### Ports around the boundary, run 1

(3 px per um) Pins as bars across the die edge, other pins in gray.
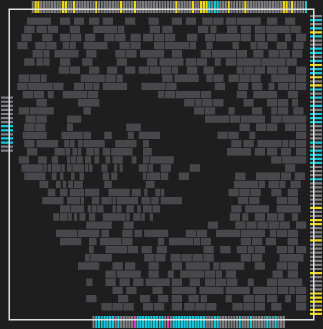
### I/O nets highlighted, run 1

(4 px per um)
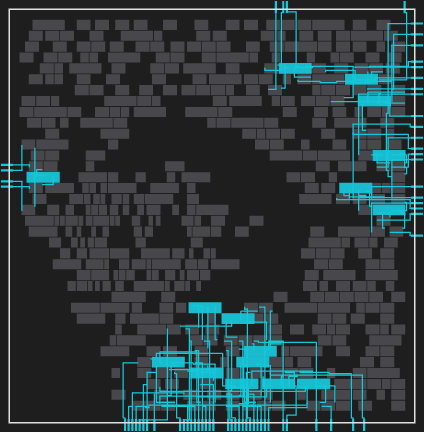
### Routed metal, one color a layer, run 1

(4 px per um)
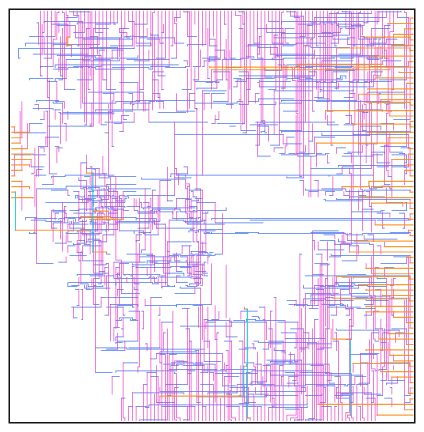
File: src/rtl/rr_busarb4_pkg.sv
`default_nettype none
// ============================================================================
//  Module      : rr_busarb4_pkg
//  Description : Shared constants and state encoding for the four-master
//                round-robin bus arbiter.
//  Revision    : 1.0 - initial release
// ============================================================================
package rr_busarb4_pkg;

    localparam int c_nmaster        = 4;
    localparam int c_bus_addr_width = 16;
    localparam int c_data_width     = 32;
    localparam int c_tenure_width   = 8;

    typedef enum logic [1:0] {
        ARB_IDLE    = 2'd0,
        ARB_GRANT   = 2'd1,
        ARB_RELEASE = 2'd2
    } arb_state_t;

endpackage
`default_nettype wire

File: src/rtl/rr_busarb4_pick.sv
`default_nettype none
// ============================================================================
//  Module      : rr_pick
//  Description : Combinational round-robin selector. Searches last+1, last+2,
//                last+3, last (mod 4); the first active request wins.
//  Revision    : 1.0 - initial release
// ============================================================================
module rr_pick
    import rr_busarb4_pkg::*;
(
    input  logic [3:0] req,
    input  logic [1:0] last,
    output logic       found,
    output logic [1:0] winner
);

    logic [1:0] w_idx;

    // Walk from lowest to highest priority so the highest-priority hit is the final assignment.
    always_comb begin
        found  = 1'b0;
        winner = last;
        w_idx  = 2'd0;
        for (int off = 4; off >= 1; off--) begin
            w_idx = last + 2'(off);
            if (req[w_idx]) begin
                found  = 1'b1;
                winner = w_idx;
            end
        end
    end

endmodule
`default_nettype wire

File: src/rtl/rr_busarb4.sv
`default_nettype none
// ============================================================================
//  Module      : rr_busarb4
//  Description : Four-master round-robin bus arbiter with shared-bus mux and
//                tenure limit. Idle bus drives address/data 0 and rw_ = 1.
//  Revision    : 1.0 - initial release
// ============================================================================
module rr_busarb4
    import rr_busarb4_pkg::*;
#(
    parameter int NMASTER    = c_nmaster,
    parameter int MAX_TENURE = 16,
    parameter int AW         = c_bus_addr_width,
    parameter int DW         = c_data_width
) (
    input  logic                  clk,
    input  logic                  reset_,
    input  logic [NMASTER-1:0]    breq_,
    input  logic [NMASTER*AW-1:0] addr_m,
    input  logic [NMASTER*DW-1:0] idata_m,
    input  logic [NMASTER-1:0]    rw_m_,
    output logic [NMASTER-1:0]    bgrt_,
    output logic [AW-1:0]         addr,
    output logic [DW-1:0]         idata,
    output logic                  rw_,
    output logic [1:0]            owner,
    output logic                  busy
);

    localparam logic [c_tenure_width-1:0] c_tenure_max = c_tenure_width'(MAX_TENURE);

    arb_state_t                r_state, w_state_nxt;
    logic [1:0]                r_owner, w_owner_nxt;
    logic [1:0]                r_last,  w_last_nxt;
    logic [c_tenure_width-1:0] r_tenure, w_tenure_nxt;
    logic [NMASTER-1:0]        r_bgrt_, w_bgrt_nxt;
    logic                      r_busy;

    logic [3:0] w_req;
    logic [3:0] w_owner_oh;
    logic       w_found;
    logic [1:0] w_winner;
    logic       w_others;
    logic       w_tenure_hit;

    assign w_req        = ~breq_[3:0];
    assign w_owner_oh   = 4'b0001 << r_owner;
    assign w_others     = |(w_req & ~w_owner_oh);
    // The grant cycle now ending is the MAX_TENURE-th one when the count reads MAX_TENURE-1.
    assign w_tenure_hit = (r_tenure >= (c_tenure_max - 8'd1));

    rr_pick u_pick (
        .req    (w_req),
        .last   (r_last),
        .found  (w_found),
        .winner (w_winner)
    );

    // Next-state, owner/pointer update and tenure counting.
    always_comb begin
        w_state_nxt  = r_state;
        w_owner_nxt  = r_owner;
        w_last_nxt   = r_last;
        w_tenure_nxt = r_tenure;
        case (r_state)
            ARB_GRANT: begin
                if (r_tenure != c_tenure_max) begin
                    w_tenure_nxt = r_tenure + 8'd1;
                end
                if (breq_[r_owner]) begin
                    w_state_nxt = ARB_RELEASE;
                end else if (w_tenure_hit && w_others) begin
                    w_state_nxt = ARB_RELEASE;
                end
            end
            default: begin
                if (w_found) begin
                    w_state_nxt  = ARB_GRANT;
                    w_owner_nxt  = w_winner;
                    w_last_nxt   = w_winner;
                    w_tenure_nxt = '0;
                end else begin
                    w_state_nxt = ARB_IDLE;
                end
            end
        endcase
        w_bgrt_nxt = '1;
        if (w_state_nxt == ARB_GRANT) begin
            w_bgrt_nxt[w_owner_nxt] = 1'b0;
        end
    end

    // State, pointer, counter and registered grant outputs.
    always_ff @(posedge clk) begin
        if (!reset_) begin
            r_state  <= ARB_IDLE;
            r_owner  <= 2'd0;
            r_last   <= 2'd3;
            r_tenure <= '0;
            r_bgrt_  <= '1;
            r_busy   <= 1'b0;
        end else begin
            r_state  <= w_state_nxt;
            r_owner  <= w_owner_nxt;
            r_last   <= w_last_nxt;
            r_tenure <= w_tenure_nxt;
            r_bgrt_  <= w_bgrt_nxt;
            r_busy   <= (w_state_nxt == ARB_GRANT);
        end
    end

    // Shared-bus mux: owner's signals while granted, a harmless read of address 0 otherwise.
    always_comb begin
        addr  = '0;
        idata = '0;
        rw_   = 1'b1;
        if (r_state == ARB_GRANT) begin
            addr  = addr_m[r_owner*AW +: AW];
            idata = idata_m[r_owner*DW +: DW];
            rw_   = rw_m_[r_owner];
        end
    end

    assign bgrt_ = r_bgrt_;
    assign owner = r_owner;
    assign busy  = r_busy;

endmodule
`default_nettype wire

File: config.mk
export PLATFORM = sky130hd
export DESIGN_NAME = rr_busarb4
export DESIGN_NICKNAME = d
export VERILOG_FILES = /design/src/rtl/rr_busarb4_pkg.sv /design/src/rtl/rr_busarb4_pick.sv /design/src/rtl/rr_busarb4.sv
export SDC_FILE = /design/constraint.sdc
export NUM_CORES = 1
export LEC_CHECK = 0
export CORE_AREA = 2 2 99 101
export CTS_BUF_LIST = sky130_fd_sc_hd__clkbuf_8
export CTS_CLUSTER_DIAMETER = 40
export DETAILED_ROUTE_END_ITERATION = 7
export DIE_AREA = 0 0 101 103
export PLACE_DENSITY = 0.71
export SYNTH_ARGS = -nofsm -noshare
export SYNTH_HDL_FRONTEND = slang
export SYNTH_SLANG_ARGS = --single-unit
File: constraint.sdc
create_clock -name clk -period 2.84 [get_ports clk]
set_input_delay 0.568 -clock clk [delete_from_list [all_inputs] [get_ports clk]]
set_output_delay 0.568 -clock clk [all_outputs]
set_load 0.01 [all_outputs]
==> notes.md, run 1 <==
impl run done, here's what came out: slowest cell delay on critical path a little under 0.5 ns, fraction of power consumed by sequential logic 0.188, Pleak 1.884 nW, FP Core Util 0.2608, layout cells sized above 1 0.1482, standard-cell rows 36, Setup Crit Path Kind input pin to output port, overall routed net length 10.99 mm, fin. max-slew vios 0, Top cell excl fill/tap clkdlybuf4s50_1, wl on met1 4.193 mm, #MultiIn Comb 183, Clock Path Buffers 2, CP Capture Type output port, Basic Gates by Area 0.2535, start point of the critical path idata_m[7], first-pass GRT wire length 15.48 mm, Design Power 1.656 mW, Layout area overhead 112.9%, ao+oa area frac 0.05832, WL met2 5.935 mm, xor+xnor area frac 0.007099, M1 GR Usage 0.2370, Comb. pwr 1.16 mW, Reg2Reg Launch Point r_tenure[5], Worst Path Required 2.27 ns, clkbuf count 3, slowest stage cell, crit path mux4_2, Area leader share 0.4564, Most flops, register r_tenure, NetSw about 500 uW, max-cap violation count 0, die area between 0.01 and 0.015 sq mm, Worst Hold End r_tenure[7], startpoint type of the worst setup path input pin, CTS tree done, nets between 600 and 700, Tcrit/Tclk final 0.9670, crit path DAT 2.18 ns, Reg-to-Reg End r_tenure[4], register share after synthesis 0.1542, DRC Markers 0, commonest cells in the netlist 50 x and2_1, 50 x mux4_2, 19 x dfxtp_1, asr flop ratio synth 0, post-route cell area 0.005254 sq mm, ys cells around 230, proportion of power drawn by the clock network 0.109, Ant. Diodes 0, largest net degree at the start of global routing roughly 45, Synth cell types 40, Final WS setup 0.09365 ns, Post-synth regs 19, worst-path fanout max 1, setup bufs post-CTS 0, Layout Cells excl Fill ~590, Via density 4.960, HP Start r_tenure[7], Die X 101 um, TritonCTS buffer count 3, area of the mapped netlist between 0.002 and 0.0025 sq mm, HP Class register to register, mux share 0.4645, routed vias 2,941, Non-clk bufs 269, metal3 WL 782 um, area of placed instances 0.005179 sq mm, largest family of logic cells by area multiplexers, Skew-Pair Late Insertion Delay 0.25 ns, Buf/Inv on CP 2, RD Place Congestion 0.8717, PortBufs roughly 260, outcome finished, final reports clean
About 'Ports around the boundary':
- cyan: `addr_m` (pins 64; direction input; edge 36 bottom, 20 right, 4 left, 4 top)
- yellow: `idata` (pins 32; direction output; edge 18 top, 14 right)
- magenta: `owner` (pins 2; direction output; edge bottom)
- all pins by edge: 100 top, 74 right, 70 bottom, 14 left

About 'I/O nets highlighted':
- cyan: `addr_m` (bits 64; direction input; edge 36 bottom, 20 right, 4 left, 4 top; end cells 16; buffers 64; wire 1,710 um)

About 'Routed metal, one color a layer':
- blue: metal 1 (wire length 4,190 um)
- magenta: metal 2 (wire length 5,940 um)
- orange: metal 3 (wire length 783 um)
- cyan: metal 4 (wire length 83.0 um)

### Sequential cells grouped by signal name, run 1

(3 px per um)
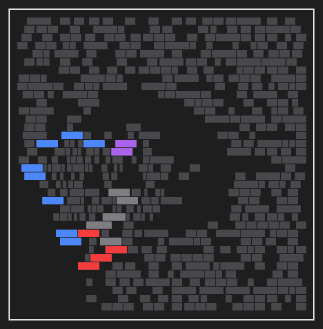

==> run 2: changes to the inputs <==
--- a/config.mk
+++ b/config.mk
@@ -5,12 +5,13 @@
 export SDC_FILE = /design/constraint.sdc
 export NUM_CORES = 1
 export LEC_CHECK = 0
-export CORE_AREA = 2 2 99 101
+export CORE_ASPECT_RATIO = 0.5
+export CORE_MARGIN = 2
+export CORE_UTILIZATION = 32
 export CTS_BUF_LIST = sky130_fd_sc_hd__clkbuf_8
 export CTS_CLUSTER_DIAMETER = 40
 export DETAILED_ROUTE_END_ITERATION = 7
-export DIE_AREA = 0 0 101 103
-export PLACE_DENSITY = 0.71
+export PLACE_DENSITY = 0.88
 export SYNTH_ARGS = -nofsm -noshare
 export SYNTH_HDL_FRONTEND = slang
 export SYNTH_SLANG_ARGS = --single-unit
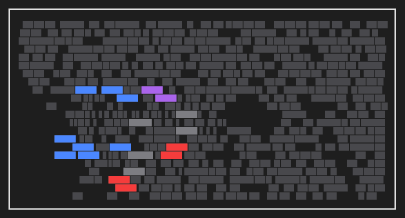
*Sequential cells grouped by signal name, run 2*
(3 px per um)
- red: `bgrt_` (sequential cells 4)
- purple: `r_state` (sequential cells 2)
- blue: `r_tenure` (sequential cells 8)

==> run 2 against run 1 <==
Net effect: register-to-register slack is essentially flat; global-route usage grew 6.0 points; highest routed layer is now met5; maximum frequency increased by 1.3%; wire length rose by 1.8%; sequential share of layout area rose by 0.078 points; power down 0.85%; first-iteration DRC count up 120%.
==> notes.md, run 2 <==
impl run done, here's what came out: gr busiest metal met2 (unchanged), Largest register FFs 8 (unchanged), EDFF count, synth 0 (unchanged), Tcrit/Tclk final 0.9546 (was 0.9670), ys cells 230 (unchanged), Seq area share 0.07413 (was 0.07335), post-route cell area 0.005199 sq mm (was 0.005254 sq mm), clkbuf count 3 (unchanged), Max-area cell class non-clock buffers (unchanged), HP Class register to register (unchanged), max-cap violation count 0 (unchanged), Layout Cells excl Fill 573 (was 593), Final Skew 0.003281 ns (was 0.004699 ns), Die X 128.2 um (was 101 um), Final WS setup 0.1288 ns (was 0.09365 ns), WL met2 5.804 mm (was 5.935 mm), Basic Gates by Area 0.2535 (unchanged), commonest cells in the netlist 50 x and2_1, 50 x mux4_2, 19 x dfxtp_1 (unchanged), CTS tree done (unchanged), NetSw 504.0 uW (was 500.7 uW), HP Start r_last[1] (was r_tenure[7]), Most flops, register r_tenure (unchanged), layout cells sized above 1 0.1468 (was 0.1482), proportion of power drawn by the clock network 0.115 (was 0.109), Worst path depth 4 (unchanged), DRC Markers 0 (unchanged), wl on met1 4.298 mm (was 4.193 mm), Setup Crit Path Kind input pin to output port (unchanged), startpoint type of the worst setup path input pin (unchanged), fin. max-slew vios 0 (unchanged), Synth cell types 40 (unchanged), slowest stage cell, crit path clkdlybuf4s50_1 (was mux4_2), Tap Cells 96 (was 114), mux share 0.4645 (unchanged), die area 0.008471 sq mm (was 0.01040 sq mm), nets 682 (was 684), outcome finished, final reports clean (unchanged), #MultiIn Comb 183 (unchanged), Worst Path Required 2.27 ns (about the same), Reg-to-Reg End r_tenure[4] (unchanged), start point of the critical path idata_m[90] (was idata_m[7]), pre-CTS setup slack -0.01476 ns (was 0.1139 ns), FP Core Util 0.3332 (was 0.2608), CP Capture Type output port (unchanged), Non-clk bufs 267 (was 269), Layout area overhead 110.7% (was 112.9%), Via density 5.166 (was 4.960), first-pass GRT wire length 16.16 mm (was 15.48 mm), drt pass-1 iters 4 (unchanged), TritonCTS buffer count 3 (unchanged), largest net degree at the start of global routing 40 (was 45), register share after synthesis 0.1542 (unchanged), Ant. Diodes 0 (unchanged), RD Place Congestion 0.8795 (was 0.8717), clock network share of area 0.008905 (was 0.008573), Sw Share 0.3070 (was 0.3024), Reg2Reg Launch Point r_tenure[5] (unchanged), metal3 WL 699 um (was 782 um), standard-cell rows 22 (was 36), largest family of logic cells by area multiplexers (unchanged), Post-synth regs 19 (unchanged), Skew-Pair Late Insertion Delay 0.26 ns (was 0.25 ns), asr flop ratio synth 0 (unchanged), worst-path fanout max 1 (unchanged), Top cell excl fill/tap clkdlybuf4s50_1 (unchanged), Clock Path Buffers 2 (unchanged), Worst Hold End r_last[1] (was r_tenure[7]), crit path DAT 2.14 ns (was 2.18 ns), initial drt markers 225 (was 102), Pint 1.138 mW (was 1.155 mW), M1 GR Usage 0.2960 (was 0.2370), ao+oa area frac 0.05832 (unchanged), Buf/Inv on CP 2 (unchanged), setup bufs post-CTS 0 (unchanged), Design Power 1.642 mW (was 1.656 mW), overall routed net length 11.19 mm (was 10.99 mm), area of the mapped netlist 0.002467 sq mm (unchanged), fraction of power consumed by sequential logic 0.186 (was 0.188), Pleak 1.867 nW (was 1.884 nW), area of placed instances 0.005154 sq mm (was 0.005179 sq mm), Comb. pwr 1.15 mW (was 1.16 mW), PortBufs 257 (unchanged)
### I/O nets highlighted, run 2

(4 px per um)
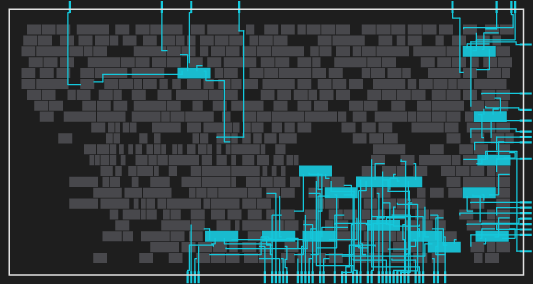

==> run 3: changes to the inputs <==
--- a/config.mk
+++ b/config.mk
@@ -7,11 +7,11 @@
 export LEC_CHECK = 0
 export CORE_ASPECT_RATIO = 0.5
 export CORE_MARGIN = 2
-export CORE_UTILIZATION = 32
+export CORE_UTILIZATION = 30
 export CTS_BUF_LIST = sky130_fd_sc_hd__clkbuf_8
 export CTS_CLUSTER_DIAMETER = 40
 export DETAILED_ROUTE_END_ITERATION = 7
-export PLACE_DENSITY = 0.88
+export PLACE_DENSITY = 0.83
 export SYNTH_ARGS = -nofsm -noshare
 export SYNTH_HDL_FRONTEND = slang
 export SYNTH_SLANG_ARGS = --single-unit
==> constraint.sdc (replaced) <==
create_clock -name clk -period 2.8 [get_ports clk]
set_input_delay 0.56 -clock clk [delete_from_list [all_inputs] [get_ports clk]]
set_output_delay 0.56 -clock clk [all_outputs]
set_load 0.01 [all_outputs]
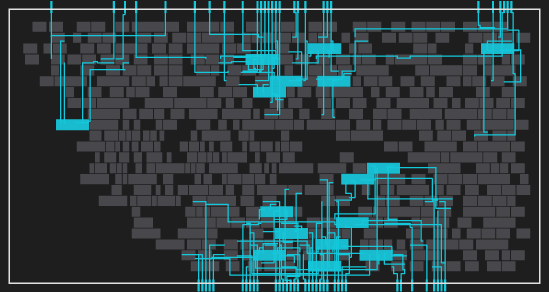
*I/O nets highlighted, run 3*
(4 px per um)
- cyan: `addr_m` (bits 64; direction input; edge 36 bottom, 28 top; end cells 16; buffers 64; wire 1,970 um)

==> run 3 against run 2 <==
Net effect: non-clock buffer count fell by 1; via count rose by 1.8%; combinational power barely moved; clock skew rose by 0.00080 ns; clock power barely moved; sequential cell count did not move; core utilization fell by 4.8 points; final cell count rose by 2.6%; critical endpoint is now idata[28].
==> notes.md, run 3 <==
impl run done, here's what came out: post-route cell area 0.005236 sq mm (was 0.005199 sq mm), HP Start r_tenure[7] (was r_last[1]), Seq area share 0.07360 (was 0.07413), DRC Markers 0 (unchanged), Worst path depth 4 (unchanged), GRT met3 Usage 0.04370 (was 0.05421), startpoint type of the worst setup path input pin (unchanged), FP Core Util 0.3084 (was 0.3332), Reg2Reg Launch Point owner[1] (was r_tenure[5]), wl on met1 4.714 mm (was 4.298 mm), largest family of logic cells by area multiplexers (unchanged), Design Power 1.687 mW (was 1.642 mW), Final WS setup 0.06196 ns (was 0.1288 ns), M1 GR Usage 0.3151 (was 0.2960), Layout Cells excl Fill 588 (was 573), Setup Crit Path Kind input pin to output port (unchanged), die area 0.009010 sq mm (was 0.008471 sq mm), Reg-to-Reg End bgrt_[3] (was r_tenure[4]), Sw Share 0.3096 (was 0.3070), PortBufs 257 (unchanged), TritonCTS buffer count 3 (unchanged), Clock Path Buffers 2 (unchanged), Largest register FFs 8 (unchanged), fraction of power consumed by sequential logic 0.191 (was 0.186), Via density 5.122 (was 5.166), TNS Setup 0 ns (unchanged), first-pass GRT wire length 16.74 mm (was 16.16 mm), register share after synthesis 0.1542 (unchanged), Basic Gates by Area 0.2535 (unchanged), slowest cell delay on critical path 0.52 ns (was 0.50 ns), Comb. pwr 1.18 mW (was 1.15 mW), Pint 1.164 mW (was 1.138 mW), outcome finished, final reports clean (unchanged), Top cell excl fill/tap clkdlybuf4s50_1 (unchanged), clkbuf count 3 (unchanged), ao+oa area frac 0.05832 (unchanged), CP Capture Type output port (unchanged), layout cells sized above 1 0.1429 (was 0.1468), commonest cells in the netlist 50 x and2_1, 50 x mux4_2, 19 x dfxtp_1 (unchanged), num sequential 19 (unchanged), Ant. Diodes 0 (unchanged), nets 681 (was 682), mux share 0.4645 (unchanged), most frequent cells in the layout 257 x clkdlybuf4s50_1, 50 x mux4_2, 50 x and2_1 (was 256 x clkdlybuf4s50_1, 50 x mux4_2, 50 x and2_1), Max-area cell class non-clock buffers (unchanged), proportion of power drawn by the clock network 0.112 (was 0.115), #MultiIn Comb 183 (unchanged), Area leader share 0.4564 (unchanged), Layout area overhead 112.2% (was 110.7%), Pleak 1.867 nW (about the same), Worst Hold End r_tenure[7] (was r_last[1]), CTS tree done (unchanged), HP Class register to register (unchanged), Post-synth regs 19 (unchanged), gr busiest metal met2 (unchanged), Non-clk bufs 266 (was 267), area of placed instances 0.005191 sq mm (was 0.005154 sq mm), pre-CTS setup slack 0.07533 ns (was -0.01476 ns), xor+xnor area frac 0.007099 (unchanged), initial drt markers 178 (was 225), max-cap violation count 0 (unchanged), RD Place Congestion 0.7995 (was 0.8795), asr flop ratio synth 0 (unchanged), Tap Cells 112 (was 96), Synth cell types 40 (unchanged), WL met2 6.066 mm (was 5.804 mm), largest net degree at the start of global routing 35 (was 40), worst-path fanout max 1 (unchanged), ys cells 230 (unchanged), routed vias 3,012 (was 2,960), Final Skew 0.004083 ns (was 0.003281 ns), crit path DAT 2.18 ns (was 2.14 ns), Most flops, register r_tenure (unchanged), slowest stage cell, crit path mux4_2 (was clkdlybuf4s50_1), Tcrit/Tclk final 0.9779, Die X 132.3 um (was 128.2 um), fin. max-slew vios 0 (unchanged), start point of the critical path idata_m[124] (was idata_m[90]), EDFF count, synth 0 (unchanged), Skew-Pair Late Insertion Delay 0.26 ns (about the same), metal3 WL 665 um (was 699 um), overall routed net length 11.60 mm (was 11.19 mm)
No activity file was given, so power comes from the tool's default toggle rates.
